$ cat config.mk
export PLATFORM = sky130hd
export DESIGN_NAME = regfile_writeback_flat
export DESIGN_NICKNAME = d
export VERILOG_FILES = /design/src/rtl/regfile_writeback_if.sv /design/src/rtl/regfile_writeback.sv /design/src/flat_wrapper.sv
export SDC_FILE = /design/constraint.sdc
export NUM_CORES = 1
export LEC_CHECK = 0
export ABC_AREA = 0
export CORE_MARGIN = 4
export CORE_UTILIZATION = 53
export DETAILED_ROUTE_END_ITERATION = 8
export GPL_TIMING_DRIVEN = 1
export PLACE_DENSITY_LB_ADDON = 0.12
export SLEW_MARGIN = 25
export SYNTH_ARGS = -nofsm -noshare
export SYNTH_HDL_FRONTEND = slang
export SYNTH_SLANG_ARGS = --single-unit
export TNS_END_PERCENT = 30
$ cat constraint.sdc
create_clock -name clk -period 10.38 [get_ports clk]
set_input_delay 2.595 -clock clk [delete_from_list [all_inputs] [get_ports clk]]
set_output_delay 2.595 -clock clk [all_outputs]
set_load 0.02 [all_outputs]
$ cat src/rtl/regfile_writeback_if.sv
// regfile_writeback_if: bundles the producer handshakes, the register-file
// write port, the forwarding lookups and the occupancy output of the
// writeback queue. The slave modport is the queue; the master modport is
// whatever drives the producers and consumes the write port.
interface regfile_writeback_if #(
    parameter int WIDTH      = 32,
    parameter int ADDR_SPACE = 5,
    parameter int DEPTH      = 4
);
    localparam int CNT_W = $clog2(DEPTH) + 1;

    // Queue control
    logic                  flush;

    // ALU producer
    logic                  alu_valid;
    logic                  alu_ready;
    logic [ADDR_SPACE-1:0] alu_addr;
    logic [WIDTH-1:0]      alu_data;

    // Load producer
    logic                  mem_valid;
    logic                  mem_ready;
    logic [ADDR_SPACE-1:0] mem_addr;
    logic [WIDTH-1:0]      mem_data;

    // Register file write port
    logic                  wr_en;
    logic [ADDR_SPACE-1:0] wr_addr;
    logic [WIDTH-1:0]      wr_data;

    // Forwarding lookups
    logic [ADDR_SPACE-1:0] fwd1_addr;
    logic                  fwd1_hit;
    logic [WIDTH-1:0]      fwd1_data;
    logic [ADDR_SPACE-1:0] fwd2_addr;
    logic                  fwd2_hit;
    logic [WIDTH-1:0]      fwd2_data;

    // Occupancy
    logic [CNT_W-1:0]      pending;

    modport slave (
        input  flush,
        input  alu_valid, alu_addr, alu_data,
        output alu_ready,
        input  mem_valid, mem_addr, mem_data,
        output mem_ready,
        output wr_en, wr_addr, wr_data,
        input  fwd1_addr, fwd2_addr,
        output fwd1_hit, fwd1_data, fwd2_hit, fwd2_data,
        output pending
    );

    modport master (
        output flush,
        output alu_valid, alu_addr, alu_data,
        input  alu_ready,
        output mem_valid, mem_addr, mem_data,
        input  mem_ready,
        input  wr_en, wr_addr, wr_data,
        output fwd1_addr, fwd2_addr,
        input  fwd1_hit, fwd1_data, fwd2_hit, fwd2_data,
        input  pending
    );
endinterface

$ cat src/rtl/regfile_writeback.sv
// regfile_writeback: in-order writeback queue in front of the register file
// write port. Two producers (load unit and ALU) push through valid/ready;
// the head entry is presented combinationally on wr_en/wr_addr/wr_data and
// retired every cycle it is shown. Pushes to ZERO_REGISTER are accepted and
// dropped.
//
// Optional feature: define WB_FWD_EN to build the forwarding lookups that let
// the read side see the youngest pending value for an address. Without it the
// fwd outputs are tied to zero and no match logic exists.
module regfile_writeback #(
    parameter int                    WIDTH         = 32,
    parameter int                    ADDR_SPACE    = 5,
    parameter int                    DEPTH         = 4,
    parameter logic [ADDR_SPACE-1:0] ZERO_REGISTER = '0
) (
    input  logic                 clk,
    input  logic                 rst_n,
    regfile_writeback_if.slave   bus
);

    localparam int PTR_W = (DEPTH > 1) ? $clog2(DEPTH) : 1;
    localparam int CNT_W = $clog2(DEPTH) + 1;
    localparam logic [CNT_W-1:0] DEPTH_C = CNT_W'(DEPTH);

    typedef struct packed {
        logic [ADDR_SPACE-1:0] addr;
        logic [WIDTH-1:0]      data;
    } entry_t;

    // Queue storage and bookkeeping
    entry_t           r_q [DEPTH];
    logic [PTR_W-1:0] r_head;
    logic [PTR_W-1:0] r_tail;
    logic [CNT_W-1:0] r_count;

    // Handshake / push / pop decode
    logic [CNT_W-1:0] w_free;
    logic             w_mem_ready;
    logic             w_alu_ready;
    logic             w_mem_push;
    logic             w_alu_push;
    logic             w_pop;
    logic [1:0]       w_n_push;
    logic [PTR_W-1:0] w_alu_slot;

    // Readiness uses start-of-cycle occupancy only; a same-cycle pop frees
    // nothing, so the queue can never overflow. The ALU yields the last slot
    // to a waiting load, which keeps the mem-before-alu ordering simple.
    // NOTE: every always_comb output gets a default first so no path leaves it unassigned (no latch).
    always_comb begin
        w_free      = DEPTH_C - r_count;
        w_mem_ready = (w_free >= CNT_W'(1)) && !bus.flush;
        w_alu_ready = !bus.flush &&
                      ((w_free >= CNT_W'(2)) ||
                       ((w_free == CNT_W'(1)) && !bus.mem_valid));
        // A handshake to the zero register completes but stores nothing.
        w_mem_push  = bus.mem_valid && w_mem_ready && (bus.mem_addr != ZERO_REGISTER);
        w_alu_push  = bus.alu_valid && w_alu_ready && (bus.alu_addr != ZERO_REGISTER);
        w_pop       = (r_count != '0);
        w_n_push    = {1'b0, w_mem_push} + {1'b0, w_alu_push};
        // The load entry is older, so the ALU entry lands behind it.
        w_alu_slot  = w_mem_push ? (r_tail + PTR_W'(1)) : r_tail;
    end

    assign bus.mem_ready = w_mem_ready;
    assign bus.alu_ready = w_alu_ready;
    assign bus.pending   = r_count;

    // Pointers and occupancy: reset/flush empty the queue, otherwise apply pushes and pop together.
    // NOTE: sequential state uses non-blocking assignments so every register samples pre-edge values.
    always_ff @(posedge clk or negedge rst_n) begin
        if (!rst_n) begin
            r_head  <= '0;
            r_tail  <= '0;
            r_count <= '0;
        end else if (bus.flush) begin
            r_head  <= '0;
            r_tail  <= '0;
            r_count <= '0;
        end else begin
            r_head  <= r_head + PTR_W'(w_pop);
            r_tail  <= r_tail + PTR_W'(w_n_push);
            r_count <= r_count + CNT_W'(w_n_push) - CNT_W'(w_pop);
        end
    end

    // Entry storage: written at the tail slots chosen by the push decode.
    // NOTE: the storage array has no reset; an entry is only ever read once the occupancy count covers it.
    always_ff @(posedge clk) begin
        if (w_mem_push) begin
            r_q[r_tail] <= '{addr: bus.mem_addr, data: bus.mem_data};
        end
        if (w_alu_push) begin
            r_q[w_alu_slot] <= '{addr: bus.alu_addr, data: bus.alu_data};
        end
    end

    // Write port: present the head entry whenever the queue is non-empty, zeros otherwise.
    always_comb begin
        bus.wr_en   = w_pop;
        bus.wr_addr = '0;
        bus.wr_data = '0;
        if (w_pop) begin
            bus.wr_addr = r_q[r_head].addr;
            bus.wr_data = r_q[r_head].data;
        end
    end

`ifdef WB_FWD_EN
    // Scan live entries oldest to youngest so the last match wins; returns {hit, data}.
    function automatic logic [WIDTH:0] fwd_lookup(input logic [ADDR_SPACE-1:0] addr);
        logic [WIDTH:0]   result;
        logic [PTR_W-1:0] idx;
        result = '0;
        for (int i = 0; i < DEPTH; i++) begin
            idx = r_head + PTR_W'(i);
            if ((CNT_W'(i) < r_count) && (r_q[idx].addr == addr) &&
                (addr != ZERO_REGISTER)) begin
                result = {1'b1, r_q[idx].data};
            end
        end
        return result;
    endfunction

    // Forwarding lookups: youngest pending value for each requested address.
    always_comb begin
        {bus.fwd1_hit, bus.fwd1_data} = fwd_lookup(bus.fwd1_addr);
        {bus.fwd2_hit, bus.fwd2_data} = fwd_lookup(bus.fwd2_addr);
    end
`else
    // Forwarding disabled: lookups never hit.
    assign bus.fwd1_hit  = 1'b0;
    assign bus.fwd1_data = '0;
    assign bus.fwd2_hit  = 1'b0;
    assign bus.fwd2_data = '0;
`endif

endmodule
$ cat src/flat_wrapper.sv
// flat-port wrapper written by rule: the top's interface ports become plain ports
module regfile_writeback_flat 
#(
    parameter int                    WIDTH         = 32,
    parameter int                    ADDR_SPACE    = 5,
    parameter int                    DEPTH         = 4,
    parameter logic [ADDR_SPACE-1:0] ZERO_REGISTER = '0
)
  (clk, rst_n, bus_flush, bus_alu_valid, bus_alu_addr, bus_alu_data, bus_alu_ready, bus_mem_valid, bus_mem_addr, bus_mem_data, bus_mem_ready, bus_wr_en, bus_wr_addr, bus_wr_data, bus_fwd1_addr, bus_fwd2_addr, bus_fwd1_hit, bus_fwd1_data, bus_fwd2_hit, bus_fwd2_data, bus_pending);
  regfile_writeback_if #(.WIDTH(WIDTH), .ADDR_SPACE(ADDR_SPACE), .DEPTH(DEPTH)) bus_i ();
  input  logic clk;
  input  logic rst_n;
  input wire logic [$bits(bus_i.flush)-1:0] bus_flush;
  input wire logic [$bits(bus_i.alu_valid)-1:0] bus_alu_valid;
  input wire logic [$bits(bus_i.alu_addr)-1:0] bus_alu_addr;
  input wire logic [$bits(bus_i.alu_data)-1:0] bus_alu_data;
  output wire logic [$bits(bus_i.alu_ready)-1:0] bus_alu_ready;
  input wire logic [$bits(bus_i.mem_valid)-1:0] bus_mem_valid;
  input wire logic [$bits(bus_i.mem_addr)-1:0] bus_mem_addr;
  input wire logic [$bits(bus_i.mem_data)-1:0] bus_mem_data;
  output wire logic [$bits(bus_i.mem_ready)-1:0] bus_mem_ready;
  output wire logic [$bits(bus_i.wr_en)-1:0] bus_wr_en;
  output wire logic [$bits(bus_i.wr_addr)-1:0] bus_wr_addr;
  output wire logic [$bits(bus_i.wr_data)-1:0] bus_wr_data;
  input wire logic [$bits(bus_i.fwd1_addr)-1:0] bus_fwd1_addr;
  input wire logic [$bits(bus_i.fwd2_addr)-1:0] bus_fwd2_addr;
  output wire logic [$bits(bus_i.fwd1_hit)-1:0] bus_fwd1_hit;
  output wire logic [$bits(bus_i.fwd1_data)-1:0] bus_fwd1_data;
  output wire logic [$bits(bus_i.fwd2_hit)-1:0] bus_fwd2_hit;
  output wire logic [$bits(bus_i.fwd2_data)-1:0] bus_fwd2_data;
  output wire logic [$bits(bus_i.pending)-1:0] bus_pending;
  assign bus_i.flush = bus_flush;
  assign bus_i.alu_valid = bus_alu_valid;
  assign bus_i.alu_addr = bus_alu_addr;
  assign bus_i.alu_data = bus_alu_data;
  assign bus_alu_ready = bus_i.alu_ready;
  assign bus_i.mem_valid = bus_mem_valid;
  assign bus_i.mem_addr = bus_mem_addr;
  assign bus_i.mem_data = bus_mem_data;
  assign bus_mem_ready = bus_i.mem_ready;
  assign bus_wr_en = bus_i.wr_en;
  assign bus_wr_addr = bus_i.wr_addr;
  assign bus_wr_data = bus_i.wr_data;
  assign bus_i.fwd1_addr = bus_fwd1_addr;
  assign bus_i.fwd2_addr = bus_fwd2_addr;
  assign bus_fwd1_hit = bus_i.fwd1_hit;
  assign bus_fwd1_data = bus_i.fwd1_data;
  assign bus_fwd2_hit = bus_i.fwd2_hit;
  assign bus_fwd2_data = bus_i.fwd2_data;
  assign bus_pending = bus_i.pending;
  regfile_writeback #(.WIDTH(WIDTH), .ADDR_SPACE(ADDR_SPACE), .DEPTH(DEPTH), .ZERO_REGISTER(ZERO_REGISTER)) u_core (.clk(clk), .rst_n(rst_n), .bus(bus_i));
endmodule
Figure 1. Supply network.
The bar under the picture is 50 um long. Pins as bars on the die edge. Tap cells in grey.
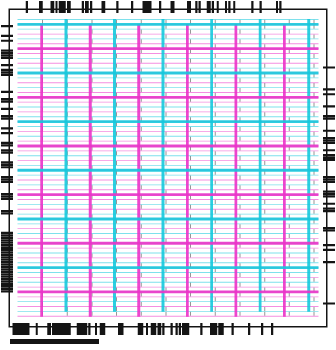
- cyan: VDD
- magenta: VSS
- tap cells: 378
- rows: 61
- signal pins: 198
- met1 rails: 62
VDD IR-drop max: 0.000412 V
Chip Width: 177 um
Die Ht: 177 um
core area: 27900 um^2

Figure 2. Cell classes on the final placement.
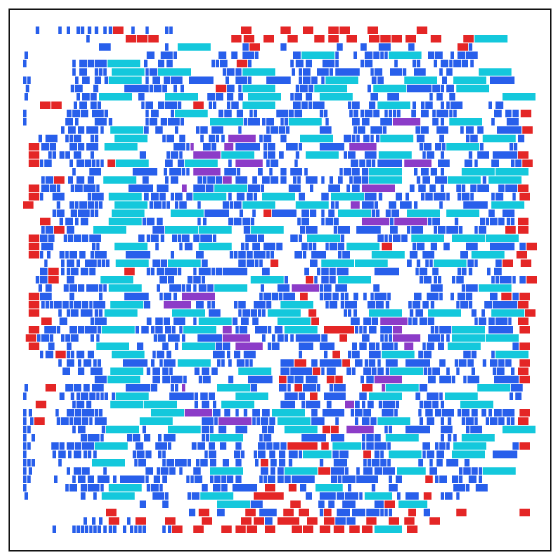
- blue: all other logic (cells 1435)
- red: other buffers and delay cells (cells 153)
- purple: clock drivers and dummy loads (cells 32)
- cyan: flip-flops (cells 155)
Core Util, Final: 59.1%
final instance area: 16500 um^2

Figure 3. Clock distribution.
The bar under the picture is 50 um long.
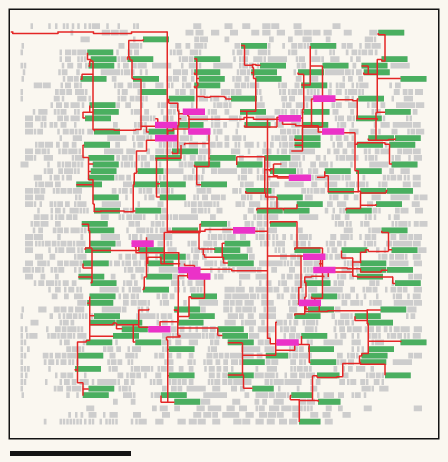
- green: flip-flops (count 155)
- red: clock wires (length 2360 um)
- magenta: cells driving clock nets (count 17)
- flops lie: all over the die
Clock Power Share: 15.2%
clk_lat worst skew: 0.44 ns
clock skew: 0.0128 ns

Figure 4. Wiring by layer.
The bar under the picture is 50 um long. Two of the layers only.
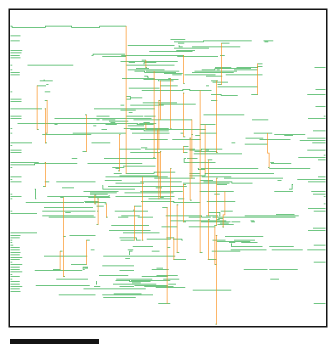
- green: met3 (wire length 4460 um)
- orange: met4 (wire length 1210 um)
Avg WL per Cell: 22.1 um
GRT Total Usage: 30.1%
final wirelength: 47600 um
Via Count: 13963

==> out/summary.txt <==
Worst EP required -> 7.79 ns
Setup_tns -> 0 ns
Cycle use final -> 71.9%
Placed cell area -> 15800 um^2
Worst Tran Pin Value -> 1.11 ns
Hold buffer count at cts -> 0
Complex Gates by Area -> 2.19%
Most numerous logic cells after layout -> 545 x nand2_1, 297 x or4_1, 148 x nand4_1, 148 x edfxtp_1, 140 x mux2_2
Crit path cell chain -> clkdlybuf4s50_1 > a21o_4 > inv_1 > clkdlybuf4s50_1
Crit path from -> bus_flush
Clock net sink count -> 155
NetSw -> 0.00219 W
Num CTS Buffers -> 17
RSZ-0062 raised after global routing -> no
Outcome -> finished clean
Cell variety after synth -> 36
Post-synth seq share -> 30.6%
Leakage power -> 5.49 nW
Clock-pin slew on the worst setup and hold paths -> 0.07 ns
Pin count of the biggest net entering global routing -> 334
Arrival @ worst endpoint -> 4.87 ns
Die area -> 31200 um^2
worst min-delay path by stage:
stage | end | depth (start not counted) | slack (ns)
finish | u_core.bus.pending[2] | 2 | 0.58
global route | u_core.bus.pending[2] | 2 | 0.63
CTS | u_core.bus.pending[2] | 2 | 0.59
detailed placement | u_core.bus.pending[2] | 2 | 0.58
global placement | u_core.bus.pending[2] | 2 | 0.55
floorplan | u_core.r_head[0] | 2 | 0.57
worst reg2reg max path, delay by kind of cell (launching register included):
family | cells | cell delay, ns
compound gates | 1 | 0.25
xor+xnor | 2 | 0.34
fa+ha+maj | 5 | 1.78
buf+inv | 3 | 1.00
flops | 1 | 0.40
simple gates | 2 | 0.70
layout make-up:
type	count	area, um^2
fillers	2501	11400
diodes	1	2.50
clock inverters	13	190
well taps	378	473
repair buffers	153	1530
flip-flops and latches	155	4620
clock buffers	19	433
inverters	14	53.8
multi-input cells	1421	9200
flip-flops by register name, summed over array words and instances (netlist names):
register            count
u_core.r_head           2
u_core.bus.pending      3
u_core.r_tail           2
u_core.r_q            148
routing by layer:
layer | GRT usage [%] | wire length, um | vias up
met1 | 40.5 | 18800 | 6655
met4 | 9.96 | 1210 | 0
met2 | 50.0 | 23100 | 715
met5 | 0 | 0 | -
li1 | - | - | 6492
met3 | 4.57 | 4460 | 101
cells by family (layout without fill, tap and decap cells):
kind of cell               Yosys count  after routing
muxes                              177            177
xor gates and xnor gates             5              5
DFF                                155            155
AOI/OAI and AO/OA                   57             57
and+or+nand+nor                   1101           1101
adders and majority gates           15             15
buffers and inverters              357            199
other                                1             67
power groups by stage:
stage / registers [W] / clock network [W] / logic [W]
after CTS: 0.000925 / 0.000684 / 0.00285
final: 0.000925 / 0.000687 / 0.00290
after global placement: 0.000935 / 0 / 0.00281
after detailed placement: 0.000939 / 0 / 0.00285
after floorplan: 0.000943 / 0 / 0.00187
after global routing: 0.000934 / 0.000709 / 0.00311
Yosys cell counts, drive strengths merged:
master	instances	area (um^2)
or4b	1	10.0
clkbuf	205	769
nand3	38	190
nand4	148	926
or4	298	2240
nor2	7	26.3
a31oi	12	75.1
xnor2	5	43.8
nand2	545	2050
o22ai	4	25.0
nand2b	6	37.5
edfxtp	148	4440
o21ai	38	194
nor2b	8	50.1
nor4b	1	8.76
dfrtp	7	175
a21o	1	7.51
ha	14	175
conb	1	3.75
fa	1	20.0
o211ai	1	21.3
nor4	8	50.1
nor3b	1	7.51
mux4	37	833
or2	2	12.5
inv	14	52.6
o21a	1	7.51
and2	38	238
buf	138	807
mux2	140	1580
per-stage QoR:
step,hold slack (ns),instances,setup slack (ns)
2_1_floorplan,0.571,1933,3.94
3_3_place_gp,0.553,2118,2.97
3_5_place_dp,0.576,2118,2.92
4_1_cts,0.586,2150,2.92
5_1_grt,0.634,2153,2.79
6_report,0.578,2154,2.92
Power is estimated from default activity; no workload was simulated.
